Routed metal, one color a layer:
Only two layers are drawn.
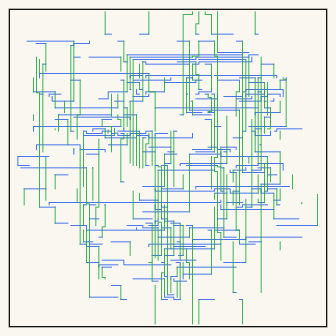
Nets reached from selected ports:
The bar under the picture is 10 um long.
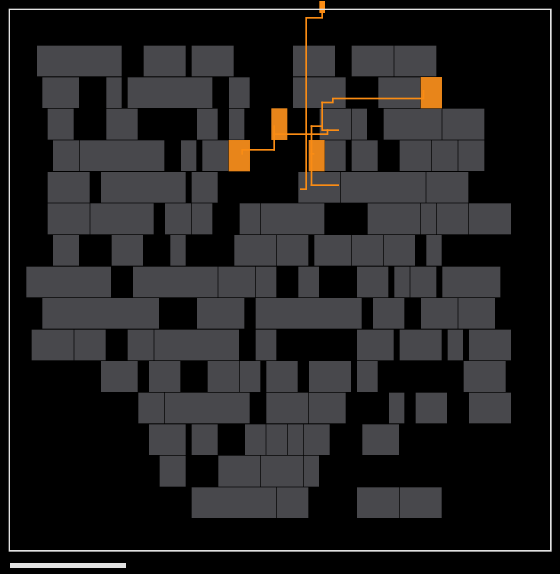
File: config.mk
export PLATFORM = sky130hd
export DESIGN_NAME = gray_code_counter
export DESIGN_NICKNAME = d
export VERILOG_FILES = /design/src/rtl/gray_code_counter.sv
export SDC_FILE = /design/constraint.sdc
export NUM_CORES = 1
export LEC_CHECK = 0
export CAP_MARGIN = 20
export CORE_UTILIZATION = 40
export DETAILED_ROUTE_END_ITERATION = 8
export PLACE_DENSITY = 0.67
export SLEW_MARGIN = 10
export SYNTH_ARGS = -nofsm -noshare
export SYNTH_HDL_FRONTEND = slang
export SYNTH_SLANG_ARGS = --single-unit
File: constraint.sdc
create_clock -name clk -period 3.5 [get_ports clk]
set_clock_uncertainty 0.1 [all_clocks]
set_input_delay 0.7 -clock clk [delete_from_list [all_inputs] [get_ports clk]]
set_output_delay 0.7 -clock clk [all_outputs]
set_load 0.01 [all_outputs]
File: src/rtl/gray_code_counter.sv
`default_nettype none
// ============================================================================
// Module      : gray_code_counter
// Description : Registered up/down binary counter with coherent gray output,
//               wrap pulse and a sticky single-bit-change monitor.
// Revision    : 1.0 - initial release
// ============================================================================
module gray_code_counter #(
  parameter int WIDTH = 4
) (
  input  logic             clk,
  input  logic             rst_n,
  input  logic             en,
  input  logic             up_dn,
  input  logic             load,
  input  logic [WIDTH-1:0] load_val,
  output logic [WIDTH-1:0] bin,
  output logic [WIDTH-1:0] gray,
  output logic             tc,
  output logic             err
);

  localparam logic [WIDTH-1:0] c_all_ones = '1;
  localparam logic [WIDTH-1:0] c_zero     = '0;
  localparam logic [WIDTH-1:0] c_one      = WIDTH'(1);

  logic [WIDTH-1:0] r_bin;
  logic [WIDTH-1:0] r_gray;
  logic             r_tc;
  logic             r_err;

  logic [WIDTH-1:0] w_bin_next;
  logic [WIDTH-1:0] w_gray_next;
  logic [WIDTH-1:0] w_diff;
  logic             w_wrap;
  logic             w_step;
  logic             w_one_hot;

  always_comb begin
    w_bin_next = r_bin;
    w_wrap     = 1'b0;
    w_step     = 1'b0;
    if (load) begin
      w_bin_next = load_val;
    end else if (en) begin
      w_step = 1'b1;
      if (up_dn) begin
        w_bin_next = r_bin + c_one;
        w_wrap     = (r_bin == c_all_ones);
      end else begin
        w_bin_next = r_bin - c_one;
        w_wrap     = (r_bin == c_zero);
      end
    end
  end

  // Gray is built from the next binary value so both registers stay coherent.
  assign w_gray_next = w_bin_next ^ (w_bin_next >> 1);

  // r_gray holds the previous gray value; only counted steps are judged.
  assign w_diff    = r_gray ^ w_gray_next;
  assign w_one_hot = (w_diff != c_zero) && ((w_diff & (w_diff - c_one)) == c_zero);

  always_ff @(posedge clk) begin
    if (!rst_n) begin
      r_bin  <= '0;
      r_gray <= '0;
      r_tc   <= 1'b0;
      r_err  <= 1'b0;
    end else begin
      r_bin  <= w_bin_next;
      r_gray <= w_gray_next;
      r_tc   <= w_wrap;
      r_err  <= r_err | (w_step & ~w_one_hot);
    end
  end

  assign bin  = r_bin;
  assign gray = r_gray;
  assign tc   = r_tc;
  assign err  = r_err;

endmodule
`default_nettype wire

==> results.json <==
{
  "antenna_cells": 0,
  "synth_async_sr_flop_share": 0,
  "stdcell_area_um2": 1040,
  "h-tree-depth": 1,
  "cts_root_buf": "sky130_fd_sc_hd__clkbuf_4",
  "placed_area_um2": 1020,
  "route.detailed.drc": 0,
  "number_of_synthesized_register_bits": 9,
  "post-route-util": 0.578,
  "yosysCellCount": 88,
  "global_route.usage.met3": 0.0118,
  "nonClkBufAreaFrac": 0.216,
  "final-setup-viol-count": 0,
  "worst_setup_hold_path_clk_slew_ns": 0.05,
  "path_cells": "clkdlybuf4s50_1, inv_1, fa_1, xnor2_1, nor3b_1, nor4bb_4, buf_4, mux2i_1, nor3_1, a2111oi_0, or3_1",
  "topCombFamilyByArea": "simple AND/OR/NAND/NOR gates",
  "min_delay_worst_endpoint": "err",
  "outcome": "completed",
  "route.met3.wl_um": 83,
  "final_layout_top_logic_cells": "sky130_fd_sc_hd__clkdlybuf4s50_1, sky130_fd_sc_hd__dfxtp_1, sky130_fd_sc_hd__nand2_1",
  "most_used_logic_cell_in_the_final_layout": "sky130_fd_sc_hd__clkdlybuf4s50_1",
  "floorplan_utilization": 0.441,
  "largest_net_degree_at_the_start_of_global_routing": 14,
  "syn_inst": 88,
  "postCtsHoldBufs": 0,
  "clkbuf_count": 4,
  "top_power_group": "combinational logic",
  "maxUsedRoutingLayer": "met4",
  "post_cts_resized": 0,
  "detail_route.wl_per_cell_um": 12.9,
  "final-comb-area_um2": 568,
  "worst_r2r_endpoint": "err",
  "clock.fmax_mhz": 305,
  "top_usage_layer": "met2",
  "numPlacedInstances": 133,
  "row_count": 15,
  "min_path_type": "flop to flop",
  "fp.coreArea_um2": 1800,
  "comb.multi_input.count": 72,
  "hold_violations": 0,
  "remaining_global_route_overflow": 0,
  "ys_area_um2": 795,
  "cell_internal_power_dissipation_mw": 0.254,
  "share_seq_of_total_power": 0.351,
  "register_share_of_the_cell_area": 0.173,
  "ctsLongestPathBuffers": 2,
  "worst_r2r_path_depth": 9,
  "yosys.stat.seqShare": 0.227,
  "seq_power_mw": 0.132,
  "finalHoldWorstSlack_ns": 0.482,
  "ff_latch_area_um2": 180,
  "design.seq.count": 9,
  "p_clk_frac": 0.203,
  "yosys_warnings": 0,
  "yosys.area_share.xor_xnor": 0.101,
  "grt_antenna_before_repair": 0,
  "routabilityCongestion": 0.788,
  "p_per_area_nw_per_um2": 362,
  "crit_path_max_incr_delay_ns": 0.48,
  "clock_network_power_mw": 0.0765,
  "first_pass_grt_wire_length_um": 2980,
  "max_cap_violations": 0,
  "portion_of_synthesized_cell_area_occupied_by_the_leading_cell_type": 0.227,
  "globalRouteMet2Util": 0.314
}
## Picture notes: 'routed metal, one color a layer'
Key: blue = M1 [wire length 790 um]; green = M2 [wire length 885 um]

## Picture notes: 'nets reached from selected ports'
Key: orange = up_dn [direction input, edge north, end cells 4, buffers 2, wire 49.1 um]

